Design i2c_target_regs, sky130hd; sources not shown.
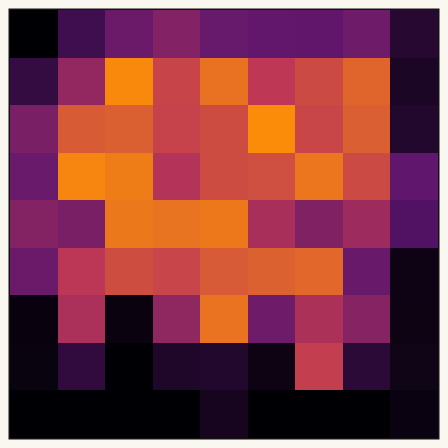
*Placement density heat map*
The die is cut into 9 by 9 equal tiles; black is low, pale yellow is high, 0 to 100% covered.
mean over tiles	35%
emptiest ninth of the die	lower left
fullest tile	75%
nearly empty tiles	11%
densest ninth of the die	center
fp util: 0.3526
Core Util, Final: 0.4524
CORE AREA: 0.006681 mm²

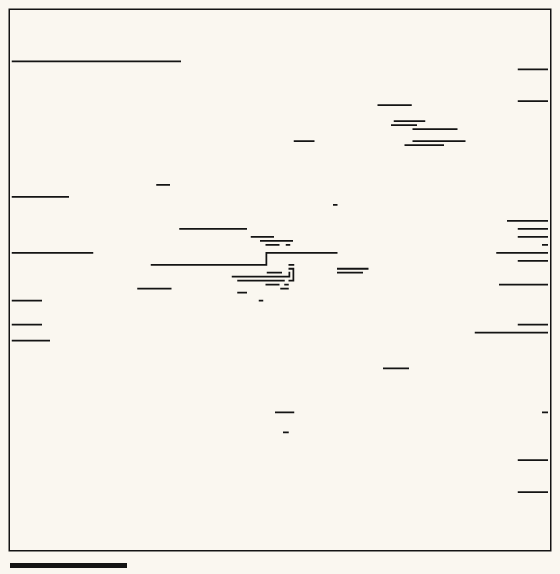
*Metal 3*
The bar under the picture is 20 µm long.
wire length on this layer	294 µm
main direction	horizontal
share of all routed wire	5.0%
nets with wire on the layer	42
longest straight run	28.5 µm
DR vias: 2345
met3 Use GR: 0.02789
Routed WL: 5.905 mm

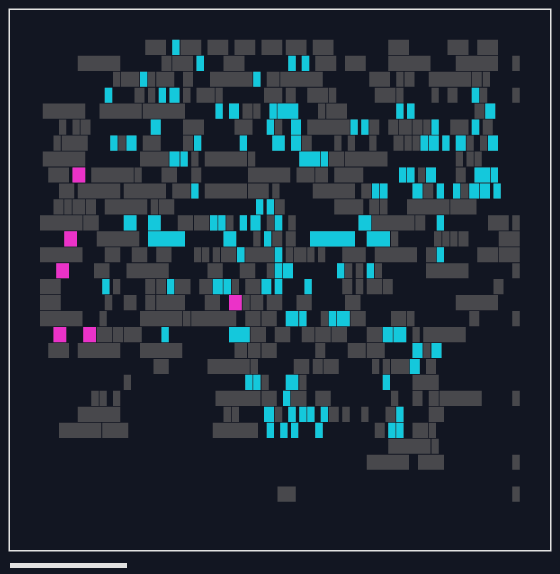
*Selected gate families*
The bar under the picture is 20 µm long.
color	family	cells
magenta	and/or cells	6
cyan	nand cells	111
logic share of the area: 0.4247
post-route non-filler standard cell count: 482
highest-count logic cell in the final layout: nand2_1

==> ci_impl_report.md <==
## PnR job results

| Metric | Value |
|---|---|
| Tap cells | `about 80` |
| Non-CTS inverters | `between 40 and 50` |
| Worst reg-to-reg path cell count | `10` |
| Share of cells above drive strength 1 | `0.2090` |
| Setup ws final | `between 0.07 and 0.08 ns` |
| DR iter-0 viols | `approximately 170` |
| Register share after synthesis | `0.3569` |
| Post-synth ARST share | `0` |
| CTS-repair resized insts | `17` |
| Layout fillers | `roughly 700` |
| Design Area, Final | `~0.0030 mm²` |
| XORs/XNORs by Area | `0.007435` |
| Grt met1 use | `0.1837` |
| CTS buffer count | `5` |
| Post-synth EDFFs | `0` |
| Drt drc | `0` |
| Most common logic cells in the final layout | `nand2_1 (71), nor2_1 (40), inv_1 (39), dfxtp_1 (39), buf_4 (33)` |
| Comb area leader | `simple AND/OR/NAND/NOR gates` |
| Crit-path max cell delay | `roughly 0.64 ns` |
| Flop area | `between 800 and 900 µm²` |
| Dominant synthesized flop cell | `dfxtp_1` |
| Data required, critical path | `approximately 1.4 ns` |
| Peak VDD IR | `~0.43 mV` |
| TNS Setup | `0 ns` |
| RSZ-0062 raised after global routing | `yes` |
| CTS Hold Bufs | `0` |
| R2R Setup Slk | `approximately 0.14 ns` |
| CP max stage cell | `clkdlybuf4s50_1` |
| Fin. max-slew vios | `0` |
| Final Hold Viols | `0` |
| Tmin final | `about 1.7 ns` |
| Setup crit end kind | `primary output` |
| Status | `complete, no violations` |
| Num rows | `30` |
| Cell Type Count | `36` |
| WHS | `between 0.3 and 0.4 ns` |
| Top sig layer | `met4` |
| Largest class | `combinational gates` |
| Total Power | `0.001642 W` |
| # IOs | `about 40` |
| Routed wire length per instance | `roughly 12 µm` |
| Delay-heaviest family, CP | `buffers and inverters` |
| Crit. path cell count | `1` |
| Buffers excl. clock | `approximately 64` |
| Area fraction in compound gates | `0.1434` |
| Cycle use final | `0.9595` |
| Post-CTS setup buffers | `0` |
| Busiest grt layer | `met2` |
| H-tree levels | `2` |
| Crit path launch type | `register` |
| Root Buffer | `clkbuf_8` |
| Grt total ovfl | `0` |
| Combinational gate count | `approximately 250` |
| Area of the mapped netlist | `0.002356 mm²` |
| Clk slew on worst S/H paths | `roughly 0.090 ns` |
| Multi-input gate area | `roughly 0.0013 mm²` |
| DRT met1 WL | `~2.7 mm` |
| Critical-path maximum fanout | `6` |
| Met3 routed WL | `roughly 290 µm` |
| Critical path cell sequence | `clkdlybuf4s50_1` |
| Yosys reg bits | `around 42` |
| CTS tree | `done` |
| Die Ht | `between 90 and 100 µm` |
| GRT Resource Usage Total | `0.1418` |
| Crit path DAT | `1.36 ns` |
| Global-route wire length before repair | `slightly below 10 mm` |
| Final clock-cell share | `0.03063` |
| Seq area share | `0.2794` |
| Cell Area, Placed | `about 0.0029 mm²` |
| Flop count | `around 42` |
| PwrDens | `543.2 mW/mm²` |
| GPL Wtd Cong | `approximately 0.93` |
| Pleak | `1.332 nW` |
| Max_cap viols | `0` |
| Clock buffers | `5` |
| Die X | `92.05 µm` |
| And+or+nand+nor area frac | `0.3463` |
-- power by group --
part           internal, W  leakage, nW  switching (W)
combinational    0.0000320        0.950      0.0000388
sequential        0.000934        0.341     0.00000309
clock             0.000278       0.0408       0.000357
-- cell usage after synthesis, drive strengths merged, types with 2 or more instances --
master / count / area, µm²
inv: 42 / 157.6
nor3: 3 / 15.01
o21ai: 30 / 153.9
nand2: 78 / 310.3
o211ai: 5 / 37.54
nand4: 4 / 40.04
buf: 14 / 105.1
nor4: 2 / 12.51
xor2: 2 / 17.52
clkbuf: 3 / 11.26
ha: 5 / 62.56
nand3: 28 / 162.7
dfxtp: 42 / 840.8
a21oi: 20 / 130.1
or2: 4 / 25.02
nor2: 50 / 221.5
and3: 2 / 12.51
Power is estimated from default activity; no workload was simulated.
